placement.png
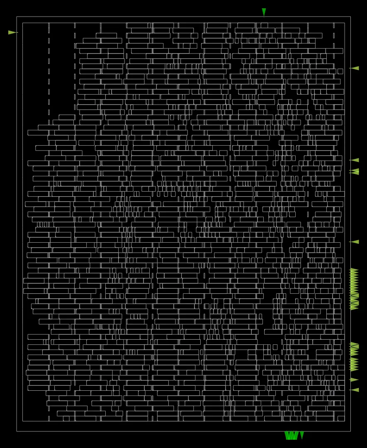
layer_met3.png
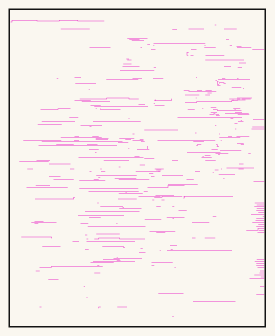
$ cat config.mk
export PLATFORM = sky130hd
export DESIGN_NAME = flood_reveal
export DESIGN_NICKNAME = d
export VERILOG_FILES = /design/src/rtl/flood_reveal.sv
export SDC_FILE = /design/constraint.sdc
export NUM_CORES = 1
export LEC_CHECK = 0
export CAP_MARGIN = 20
export CORE_ASPECT_RATIO = 1.25
export CORE_MARGIN = 3
export CORE_UTILIZATION = 60
export DETAILED_ROUTE_END_ITERATION = 7
export PLACE_DENSITY_LB_ADDON = 0.15
export SLEW_MARGIN = 20
export SYNTH_ARGS = -nofsm -noshare
export SYNTH_HDL_FRONTEND = slang
export SYNTH_SLANG_ARGS = --single-unit
$ cat constraint.sdc
create_clock -name clk_tb -period 10.6 [get_ports clk_tb]
set_input_delay 2.12 -clock clk_tb [delete_from_list [all_inputs] [get_ports clk_tb]]
set_output_delay 2.12 -clock clk_tb [all_outputs]
set_load 0.1 [all_outputs]
$ cat src/rtl/flood_reveal.sv
// Flood-fill reveal engine: breadth-first reveal of connected zero-count cells,
// driving the board read ports and emitting one reveal write per cell.
module flood_reveal #(
  parameter  int width  = 8,
  parameter  int height = 8,
  localparam int XW     = $clog2(width),
  localparam int YW     = $clog2(height),
  localparam int CW     = $clog2(width * height + 1)
) (
  input  logic          clk_tb,
  input  logic          reset_tb,
  input  logic          newGame,
  input  logic          start,
  input  logic [XW-1:0] startX,
  input  logic [YW-1:0] startY,
  output logic [XW-1:0] readX,
  output logic [YW-1:0] readY,
  input  logic          mineValue,
  input  logic [3:0]    adjValue,
  output logic          revealEn,
  output logic [XW-1:0] revealX,
  output logic [YW-1:0] revealY,
  output logic [3:0]    revealAdj,
  output logic          revealMine,
  output logic          busy,
  output logic          done,
  output logic          hitMine,
  output logic [CW-1:0] revealCount
);

  localparam int N  = width * height;
  localparam int PW = (N > 1) ? $clog2(N) : 1;
  localparam logic [XW+1:0] XLIM = (XW + 2)'(width);
  localparam logic [YW+1:0] YLIM = (YW + 2)'(height);

  typedef enum logic [2:0] {IDLE, FETCH, SAMPLE, SCAN, FINISH} state_t;

  state_t              state_q;
  logic [N-1:0]        visited_q;
  logic [XW+YW-1:0]    fifo_mem [N];
  logic [PW-1:0]       head_q;
  logic [PW-1:0]       tail_q;
  logic [CW-1:0]       count_q;
  logic [2:0]          nb_q;

  logic [1:0]          ox;
  logic [1:0]          oy;
  logic [XW+1:0]       nx;
  logic [YW+1:0]       ny;
  logic                nb_in;
  logic [PW-1:0]       nb_idx;
  logic [PW-1:0]       start_idx;
  logic                enq_valid;
  logic [XW+YW-1:0]    enq_data;
  logic [PW-1:0]       enq_idx;

  function automatic logic [PW-1:0] ptr_inc(input logic [PW-1:0] p);
    return (p == PW'(N - 1)) ? '0 : p + 1'b1;
  endfunction

  // Offsets are biased by +1 (0..2); a coordinate of -1 wraps to all ones,
  // so a single unsigned compare against the limit rejects both edges.
  always_comb begin
    ox = 2'd1;
    oy = 2'd1;
    unique case (nb_q)
      3'd0: begin ox = 2'd0; oy = 2'd0; end
      3'd1: begin ox = 2'd1; oy = 2'd0; end
      3'd2: begin ox = 2'd2; oy = 2'd0; end
      3'd3: begin ox = 2'd0; oy = 2'd1; end
      3'd4: begin ox = 2'd2; oy = 2'd1; end
      3'd5: begin ox = 2'd0; oy = 2'd2; end
      3'd6: begin ox = 2'd1; oy = 2'd2; end
      3'd7: begin ox = 2'd2; oy = 2'd2; end
      default: ;
    endcase
  end

  always_comb begin
    nx        = {2'b00, readX} + {{XW{1'b0}}, ox} - (XW + 2)'(1);
    ny        = {2'b00, readY} + {{YW{1'b0}}, oy} - (YW + 2)'(1);
    nb_in     = (nx < XLIM) && (ny < YLIM);
    nb_idx    = PW'(ny[YW-1:0]) * PW'(width) + PW'(nx[XW-1:0]);
    start_idx = PW'(startY) * PW'(width) + PW'(startX);
  end

  // Cells are marked visited on enqueue, so the FIFO can never overflow.
  always_comb begin
    enq_valid = 1'b0;
    enq_data  = '0;
    enq_idx   = '0;
    if (state_q == IDLE && start && !newGame && !visited_q[start_idx]) begin
      enq_valid = 1'b1;
      enq_data  = {startY, startX};
      enq_idx   = start_idx;
    end else if (state_q == SCAN && nb_in && !visited_q[nb_idx]) begin
      enq_valid = 1'b1;
      enq_data  = {ny[YW-1:0], nx[XW-1:0]};
      enq_idx   = nb_idx;
    end
  end

  always_ff @(posedge clk_tb) begin
    if (enq_valid) begin
      fifo_mem[tail_q] <= enq_data;
    end
  end

  always_ff @(posedge clk_tb or negedge reset_tb) begin
    if (!reset_tb) begin
      state_q     <= IDLE;
      visited_q   <= '0;
      head_q      <= '0;
      tail_q      <= '0;
      count_q     <= '0;
      nb_q        <= '0;
      readX       <= '0;
      readY       <= '0;
      revealEn    <= 1'b0;
      revealX     <= '0;
      revealY     <= '0;
      revealAdj   <= '0;
      revealMine  <= 1'b0;
      busy        <= 1'b0;
      done        <= 1'b0;
      hitMine     <= 1'b0;
      revealCount <= '0;
    end else begin
      revealEn <= 1'b0;
      done     <= 1'b0;
      if (enq_valid) begin
        tail_q             <= ptr_inc(tail_q);
        count_q            <= count_q + 1'b1;
        visited_q[enq_idx] <= 1'b1;
      end
      unique case (state_q)
        IDLE: begin
          if (newGame) begin
            visited_q <= '0;
          end else if (start) begin
            revealCount <= '0;
            hitMine     <= 1'b0;
            busy        <= 1'b1;
            state_q     <= enq_valid ? FETCH : FINISH;
          end
        end
        FETCH: begin
          {readY, readX} <= fifo_mem[head_q];
          head_q         <= ptr_inc(head_q);
          count_q        <= count_q - 1'b1;
          state_q        <= SAMPLE;
        end
        SAMPLE: begin
          revealEn    <= 1'b1;
          revealX     <= readX;
          revealY     <= readY;
          revealAdj   <= adjValue;
          revealMine  <= mineValue;
          revealCount <= revealCount + 1'b1;
          if (mineValue) begin
            hitMine <= 1'b1;
            state_q <= FINISH;
          end else if (adjValue == 4'd0) begin
            nb_q    <= '0;
            state_q <= SCAN;
          end else begin
            state_q <= (count_q == '0) ? FINISH : FETCH;
          end
        end
        SCAN: begin
          nb_q <= nb_q + 1'b1;
          if (nb_q == 3'd7) begin
            state_q <= (count_q == '0 && !enq_valid) ? FINISH : FETCH;
          end
        end
        FINISH: begin
          done    <= 1'b1;
          busy    <= 1'b0;
          head_q  <= tail_q;
          count_q <= '0;
          state_q <= IDLE;
        end
        default: state_q <= IDLE;
      endcase
    end
  end

endmodule

==> results_slide.txt <==
Run Summary

Critical path
  – Worst Path Required: roughly 11 ns
  – Worst EP arrival: 6.11 ns
  – Crit path launch type: input pin
  – CP most frequent cell: buf_4
  – CP Buf/Inv Count: 3

Finish
  – Area grow syn2layout: 10.9%

Routing
  – DRT Pass-1 Iters: 7
  – M1 WL: 19,300 µm

Power
  – Leakage: slightly below 9 nW
  – VDD IR max: 0.000196 V

Run status
  – Outcome: completed

Clocking
  – Clock Tree Root: clkbuf_16
  – H-tree depth: 2

Synthesis
  – Cells after Synth: between 1k and 1.5k
  – Top cells by area, synth: edfxtp_1, dfrtp_1, mux4_2
  – Synth area leader: edfxtp_1
  – Most frequent cell after synthesis: edfxtp_1
  – Xor+xnor area frac: 0.513%

Global routing
  – Number of global-route vias before repair: 13.2k
  – M2 GR Usage: between 40 and 50%
  – Most used routing layer: met2

Timing
  – Fin. max-slew vios: 0

Place
  – Port bufs: 42
Back to the opening pictures, placement.png:
Non-Filler Instances: 1,994
area of the core: 36,400 µm²

Back to the opening pictures, layer_met3.png:
main direction: horizontal
nets with wire on the layer: 170
wire length on this layer: 2,890 µm
longest straight run: 56.1 µm
Total Wirelength: 49,900 µm
vias: 12.9k
GRT met3 Usage: 3.50%

-- state kept, by name, summed over array words and instances, names as in the netlist, 4 cells and up --
| signal | cells |
|---|---|
| count_q | 7 |
| fifo_mem | 384 |
| head_q | 6 |
| revealAdj | 4 |
| revealCount | 7 |
| tail_q | 6 |
| visited_q | 64 |
-- area by class of cell --
| type | instances | area [µm²] |
|---|---|---|
| clock inverters | 26 | 339 |
| well taps | 480 | 601 |
| inverters | 30 | 113 |
| fillers | 2479 | 11800 |
| multi-input cells | 830 | 7210 |
| flip-flops and latches | 501 | 14500 |
| repair buffers | 65 | 591 |
| clock buffers | 62 | 1280 |
-- power breakdown --
group / switching, mW / internal [mW] / leakage (nW)
Clock: 0.718 / 1.03 / 0.796
Sequential: 0.170 / 2.24 / 5.10
Combinational: 1.51 / 0.878 / 2.90
Power is estimated from default activity; no workload was simulated.
